**src/rtl/sdram_port_arbiter.sv**
```systemverilog
`default_nettype none
// +--------------------------------------------------------------------------+
// | sdram_port_arbiter                                                       |
// | Two-port round-robin burst request arbiter with refresh blocking and     |
// | outstanding-burst timeout for the SDRAM burst engine.                    |
// | Revision: 1.0                                                            |
// +--------------------------------------------------------------------------+
module sdram_port_arbiter #(
  parameter int ADDR_W  = 22,
  parameter int TIMEOUT = 1023
) (
  input  logic              clk,
  input  logic              rst_n,
  input  logic              req_0,
  input  logic              req_we_0,
  input  logic [ADDR_W-1:0] req_addr_0,
  input  logic              req_1,
  input  logic              req_we_1,
  input  logic [ADDR_W-1:0] req_addr_1,
  output logic              gnt_0,
  output logic              gnt_1,
  output logic              done_0,
  output logic              done_1,
  input  logic              ref_rq,
  output logic              cmd_valid,
  output logic              cmd_we,
  output logic [ADDR_W-1:0] cmd_addr,
  input  logic              cmd_ready,
  input  logic              cmd_done,
  output logic              busy,
  output logic              timeout
);

  localparam int               CNT_W      = $clog2(TIMEOUT + 1);
  localparam logic [CNT_W-1:0] C_CNT_MAX  = CNT_W'(TIMEOUT);
  localparam logic [CNT_W-1:0] C_CNT_LAST = CNT_W'(TIMEOUT - 1);

  typedef enum logic [1:0] {
    S_IDLE      = 2'd0,
    S_ISSUE     = 2'd1,
    S_WAIT_DONE = 2'd2
  } state_t;

  state_t            r_state;
  state_t            w_state_next;
  logic              r_rr;
  logic              r_owner;
  logic [CNT_W-1:0]  r_cnt;
  logic [1:0]        r_gnt;
  logic [1:0]        r_done;
  logic              r_cmd_we;
  logic [ADDR_W-1:0] r_cmd_addr;
  logic              r_timeout;

  logic w_sel;
  logic w_grant;
  logic w_accept;
  logic w_finish;
  logic w_expire;

  always_comb begin
    w_state_next = r_state;
    w_sel        = r_rr;
    w_grant      = 1'b0;
    w_accept     = 1'b0;
    w_finish     = 1'b0;
    w_expire     = 1'b0;
    case (r_state)
      S_IDLE: begin
        if (!ref_rq && (req_0 || req_1)) begin
          w_grant      = 1'b1;
          w_sel        = (req_0 && req_1) ? r_rr : req_1;
          w_state_next = S_ISSUE;
        end
      end
      S_ISSUE: begin
        if (cmd_ready) begin
          w_accept     = 1'b1;
          w_state_next = S_WAIT_DONE;
        end
      end
      S_WAIT_DONE: begin
        // A completion on the expiry cycle wins, so the error flag stays clear.
        if (cmd_done) begin
          w_finish     = 1'b1;
          w_state_next = S_IDLE;
        end else if (r_cnt >= C_CNT_LAST) begin
          w_finish     = 1'b1;
          w_expire     = 1'b1;
          w_state_next = S_IDLE;
        end
      end
      default: w_state_next = S_IDLE;
    endcase
  end

  always_ff @(posedge clk or negedge rst_n) begin
    if (!rst_n) r_state <= S_IDLE;
    else        r_state <= w_state_next;
  end

  always_ff @(posedge clk or negedge rst_n) begin
    if (!rst_n) begin
      r_rr       <= 1'b0;
      r_owner    <= 1'b0;
      r_cnt      <= '0;
      r_gnt      <= '0;
      r_done     <= '0;
      r_cmd_we   <= 1'b0;
      r_cmd_addr <= '0;
      r_timeout  <= 1'b0;
    end else begin
      r_gnt  <= '0;
      r_done <= '0;
      if (w_grant) begin
        r_cmd_we     <= w_sel ? req_we_1 : req_we_0;
        r_cmd_addr   <= w_sel ? req_addr_1 : req_addr_0;
        r_owner      <= w_sel;
        r_gnt[w_sel] <= 1'b1;
      end
      if (w_accept) begin
        r_cnt <= '0;
      end else if (r_state == S_WAIT_DONE && r_cnt != C_CNT_MAX) begin
        r_cnt <= r_cnt + 1'b1;
      end
      if (w_finish) begin
        r_done[r_owner] <= 1'b1;
        r_rr            <= ~r_owner;
      end
      if (w_expire) r_timeout <= 1'b1;
    end
  end

  assign gnt_0     = r_gnt[0];
  assign gnt_1     = r_gnt[1];
  assign done_0    = r_done[0];
  assign done_1    = r_done[1];
  assign cmd_valid = (r_state == S_ISSUE);
  assign cmd_we    = r_cmd_we;
  assign cmd_addr  = r_cmd_addr;
  assign busy      = (r_state != S_IDLE);
  assign timeout   = r_timeout;

endmodule
`default_nettype wire

```
**config.mk**
```make
export PLATFORM = sky130hd
export DESIGN_NAME = sdram_port_arbiter
export DESIGN_NICKNAME = d
export VERILOG_FILES = /design/src/rtl/sdram_port_arbiter.sv
export SDC_FILE = /design/constraint.sdc
export NUM_CORES = 1
export LEC_CHECK = 0
export CAP_MARGIN = 20
export CORE_AREA = 8 8 78 86
export CTS_BUF_LIST = sky130_fd_sc_hd__clkbuf_8
export DETAILED_ROUTE_END_ITERATION = 12
export DIE_AREA = 0 0 86 94
export PLACE_DENSITY = 0.73
export SYNTH_ARGS = -nofsm -noshare
export SYNTH_HDL_FRONTEND = slang
export SYNTH_SLANG_ARGS = --single-unit
```
**constraint.sdc**
```tcl
create_clock -name clk -period 1.65 [get_ports clk]
set_clock_uncertainty 0.2 [all_clocks]
set_input_delay 0.495 -clock clk [delete_from_list [all_inputs] [get_ports clk]]
set_output_delay 0.495 -clock clk [all_outputs]
set_load 0.005 [all_outputs]
```
Cell sizes after repair:
Drawn at 4 px/um.
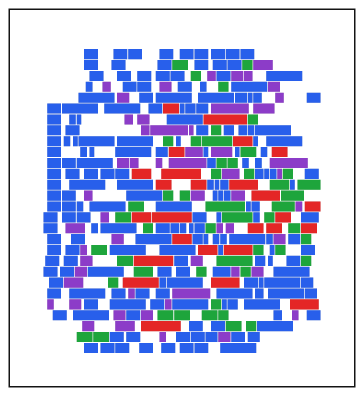
Key: x2 = purple [cells 54]; x3 and x4 = green [cells 49]; x1 and smaller = blue [cells 196]; x6 and larger = red [cells 26]

Wiring by layer:
Drawn at 4 px/um. Two of the layers only.
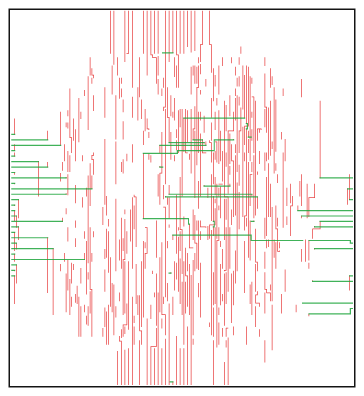
Key: M2 = red [wire length 3,360 um]; M3 = green [wire length 428 um]

==> run summary <==
Here are the numbers from the latest Yosys + OpenROAD run.

STA lists the maximum fanout along the critical path as 6. The area growth from synthesis to layout is 86.7%. The placement-stage cell area is 3080 sq um. A synthesized cell averages 10.2 sq um. The setup fix buffers added after clock tree synthesis came out at 16. The beginning of the worst hold path is r_owner$_DFFE_PN0P_. The synthesized design devotes to its leading area cell type 51.5% of total area. Leaving out fill and tap cells, the most frequent cells in the layout are 48 x sky130_fd_sc_hd__clkdlybuf4s50_1, 37 x sky130_fd_sc_hd__dfrtp_1, 27 x sky130_fd_sc_hd__buf_4. The die width came out at 86 um. Entering global routing, the biggest net connects 43 pins.

The synthesized netlist has a Yosys-reported chip area of 2040 sq um. The number of setup violations in the final report is 9. The final instance area is 3810 sq um. The total negative slack for setup checks came out at -0.739 ns.

The number of global-route vias before repair came out at 2,049. For this design, the slowest cell found on the critical path is sky130_fd_sc_hd__dfrtp_2. The most common cell in the synthesized netlist is sky130_fd_sc_hd__dfrtp_1. The routed layout reports a DRC error count of 0.

The number of nets with antenna violations after detailed routing is 0. The setup path with the least slack is of type reg2reg. The worst slew slack as a fraction of its limit came out at 79.5%. The number of flops mapped to enable cells by yosys came out at 0. The tally of OpenROAD warnings is 29. The number of buffers inserted during clock tree synthesis is 5. In this run the critical register-to-register path is captured at r_cnt[9]$_DFFE_PN0P_.

The number of gates given a new drive strength after cts is 76. The timing report attributes the biggest portion of critical-path delay to simple AND/OR/NAND/NOR gates. Per Yosys stat, the portion of area used by sequential elements is 51.5%. The tally of max-capacitance violations came out at 0. sky130_fd_sc_hd__dfrtp_1 takes more of the synthesized area than any other cell. In this run the full chip footprint comes out at 8080 sq um.

The data required time of the worst path came out at 1.66 ns. The post-cts hold-fix buffer tally came out at 1. The number of flip-flops and latches in the synthesized netlist is 42. The maximum operating frequency is 548 MHz.

0 antenna diodes ended up in the layout. Per the CTS log, the buffer count on the longest clock path is 2. The total count of max-transition violations in the final report came out at 0. The per-cell routed wire length came out at 16.4 um.

Setup slack on the critical path of the routed design comes to -0.174 ns. The detailed router reported a total wirelength of 6.57 mm. The latest clock arrival within the worst-skew pair came out at 0.29 ns.

The initial antenna violation count is 0. Routability-driven placement finished with a final weighted congestion of 0.808. The cell depth of the worst setup path came out at 5. Summed over all layers, the global routing overflow is 0.

The fraction of synthesis flops using an asynchronous set or reset pin came out at 100%. The all-layer global routing usage came out at 15.8%. The run finished, with violations left.

The post-detailed-placement half-perimeter wirelength came out at 3.89 mm. The number of DRC violations after detailed-routing iteration 0 is 52. The worst setup timing slack at the placement stage is -0.487 ns. The final reports fail on negative setup slack. The power per unit of standard cell area is 1300 nW/um^2. Counting cells, the worst reg-to-reg path comes to 5. The fraction of the cycle the final worst path needs came out at 111%. The worst register-to-register path begins at r_state[0]$_DFFE_PN0P_. The layout cell share with drive strength beyond 1 came out at 39.7%. The number of distinct library cells after synthesis came out at 37. After layout, the design draws a total of 4.96 mW.

Counting instances, the worst hold path has a depth of 1. The cell total in the yosys stat output is 199. The most critical setup path has its startpoint at r_state[0]$_DFFE_PN0P_. The worst-case IR drop observed on VDD is 0.000659 V. The synthesized instance count is 199.

The tally of yosys warning messages came out at 0. STA classifies the critical path endpoint as a register. The data arrival time at the worst-slack endpoint came out at 1.84 ns.

The top cell type in the final layout, fill and taps aside, is sky130_fd_sc_hd__clkdlybuf4s50_1. The root buffer cell is sky130_fd_sc_hd__clkbuf_8. The minimum setup slack among reg-to-reg paths is -0.17 ns. The commonest register cell is sky130_fd_sc_hd__dfrtp_1. The final net count is 379. The worst setup path is launched from a register. The detailed-router iteration count before antenna repair is 4. Traced cell by cell, the critical path runs through buf_6 > and4b_1 > o211ai_2 > or3_1 > a21oi_1. The I/O pin count is 83. The effective utilization at floorplan came out at 38.6%.

In this run the cell area of the synthesized design comes to 2040 sq um. Setup repair after global routing could not meet its margin everywhere. The total number of H-tree levels came out at 2. The net count of the mapped netlist is 254. The clock sink count came out at 42. For reference, the clock transition at the flip-flops on the worst setup and hold paths is 0.08 ns. The static leakage power came out at 1.81 nW.

The number of I/O port buffers is 82. The path type of the worst min-delay path is reg2reg. The routed via count divided by cell count is 4.93.

The worst hold path terminates at r_done[0]$_DFF_PN0_. After synthesis, the cell types taking the most area are sky130_fd_sc_hd__dfrtp_1 52%, sky130_fd_sc_hd__mux2i_1 12%, sky130_fd_sc_hd__nand2_1 6.1%. Looking at the max-slew report, the worst-margin pin has a slew of 0.307 ns. Hold-check failures listed in the final report amount to 0. The die outline height is 94 um. The commonest cells after synthesis are 42 x sky130_fd_sc_hd__dfrtp_1, 33 x sky130_fd_sc_hd__nand2_1, 25 x sky130_fd_sc_hd__mux2i_1.

The number of buffers and inverters on the critical path came out at 1. The first global-routing pass estimated 10.1 mm of wire. The maximum cell stage delay along the critical path came out at 0.46 ns. After layout, the minimum clock period comes to 1.82 ns. TritonCTS built the clock tree. The routed via count came out at 1,973.
Pin map:
Drawn at 4 px/um. Pins as bars across the die edge, other pins in grey.
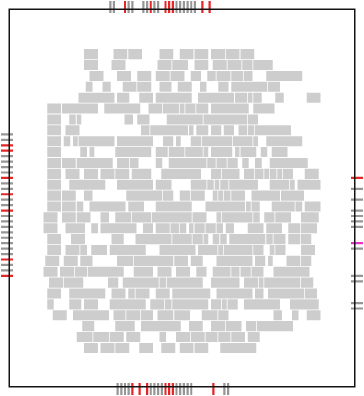
Key: `cmd_addr` = red [pins 22, direction output, edge 7 bottom, 7 top, 7 left, 1 right]; `cmd_done` = magenta [pins 1, direction input, edge right]

Cell outlines without signal wires:
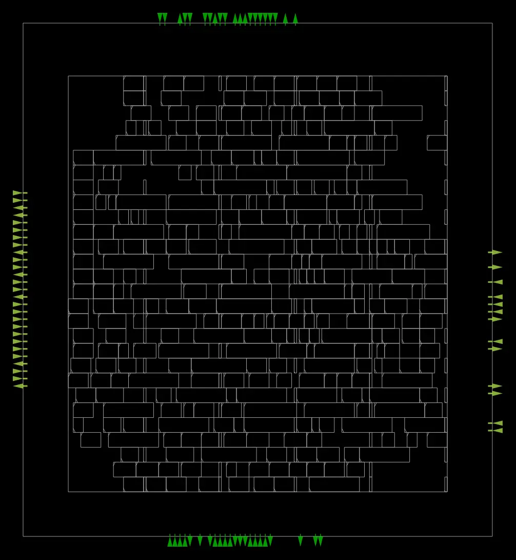
number of placement rows: 28
total core area: 5290 sq um

power by group:
part	switching, mW	total, mW	leakage, nW	internal, mW
logic	1.01	2.46	1.22	1.45
clock network	0.354	0.799	0.0579	0.446
registers	0.307	1.70	0.532	1.39
stage by stage:
step | cells | util, % | hold slack, ns
after floorplan | 199 | - | -0.000591
after global placement | 360 | 58.2 | 0.256
after detailed placement | 360 | 58.2 | 0.271
after CTS | 390 | 66.8 | 0.287
after global routing | 400 | 72.0 | 0.299
final | 400 | 72.0 | 0.279
routing by layer:
metal  wire length, um  GRT usage, %  part of all wire, %  vias up
li1                  -             -                    -      942
met1              2680          18.4                   41      955
met2              3360          27.2                   51       68
met3               428          4.55                  6.5        8
met4                92          4.68                  1.4        0
met5                 0             0                    0        -
state kept, by name (all words and copies together) (netlist names):
| signal | flops |
|---|---|
| timeout | 1 |
| r_gnt | 2 |
| r_done | 2 |
| cmd_addr | 22 |
| r_state | 2 |
| r_owner | 1 |
| cmd_we | 1 |
| r_cnt | 10 |
| r_rr | 1 |
how the worst max path moves through the flow:
stage / end
after floorplan: r_cnt[0]$_DFFE_PN0P_
after global placement: cmd_addr[16]$_DFFE_PN0P_
after detailed placement: cmd_addr[15]$_DFFE_PN0P_
after CTS: cmd_valid
after global routing: r_cnt[9]$_DFFE_PN0P_
final: r_cnt[9]$_DFFE_PN0P_
cell type report:
cell class | count | area, sq um
Multi-Input combinational cell | 139 | 1200
Fill cell | 389 | 1480
Sequential cell | 42 | 1060
Clock buffer | 5 | 68.8
Clock inverter | 3 | 40.0
Timing Repair Buffer | 128 | 1320
Tap cell | 75 | 93.8
Inverter | 8 | 30.0
cell families after synthesis:
family          synth area share [%]
buf+inv                         3.74
compound gates                  14.4
flops                           51.5
simple gates                    15.5
mux                             12.3
xor+xnor                        1.29
fa+ha+maj                       1.23
Power is estimated from default activity; no workload was simulated.
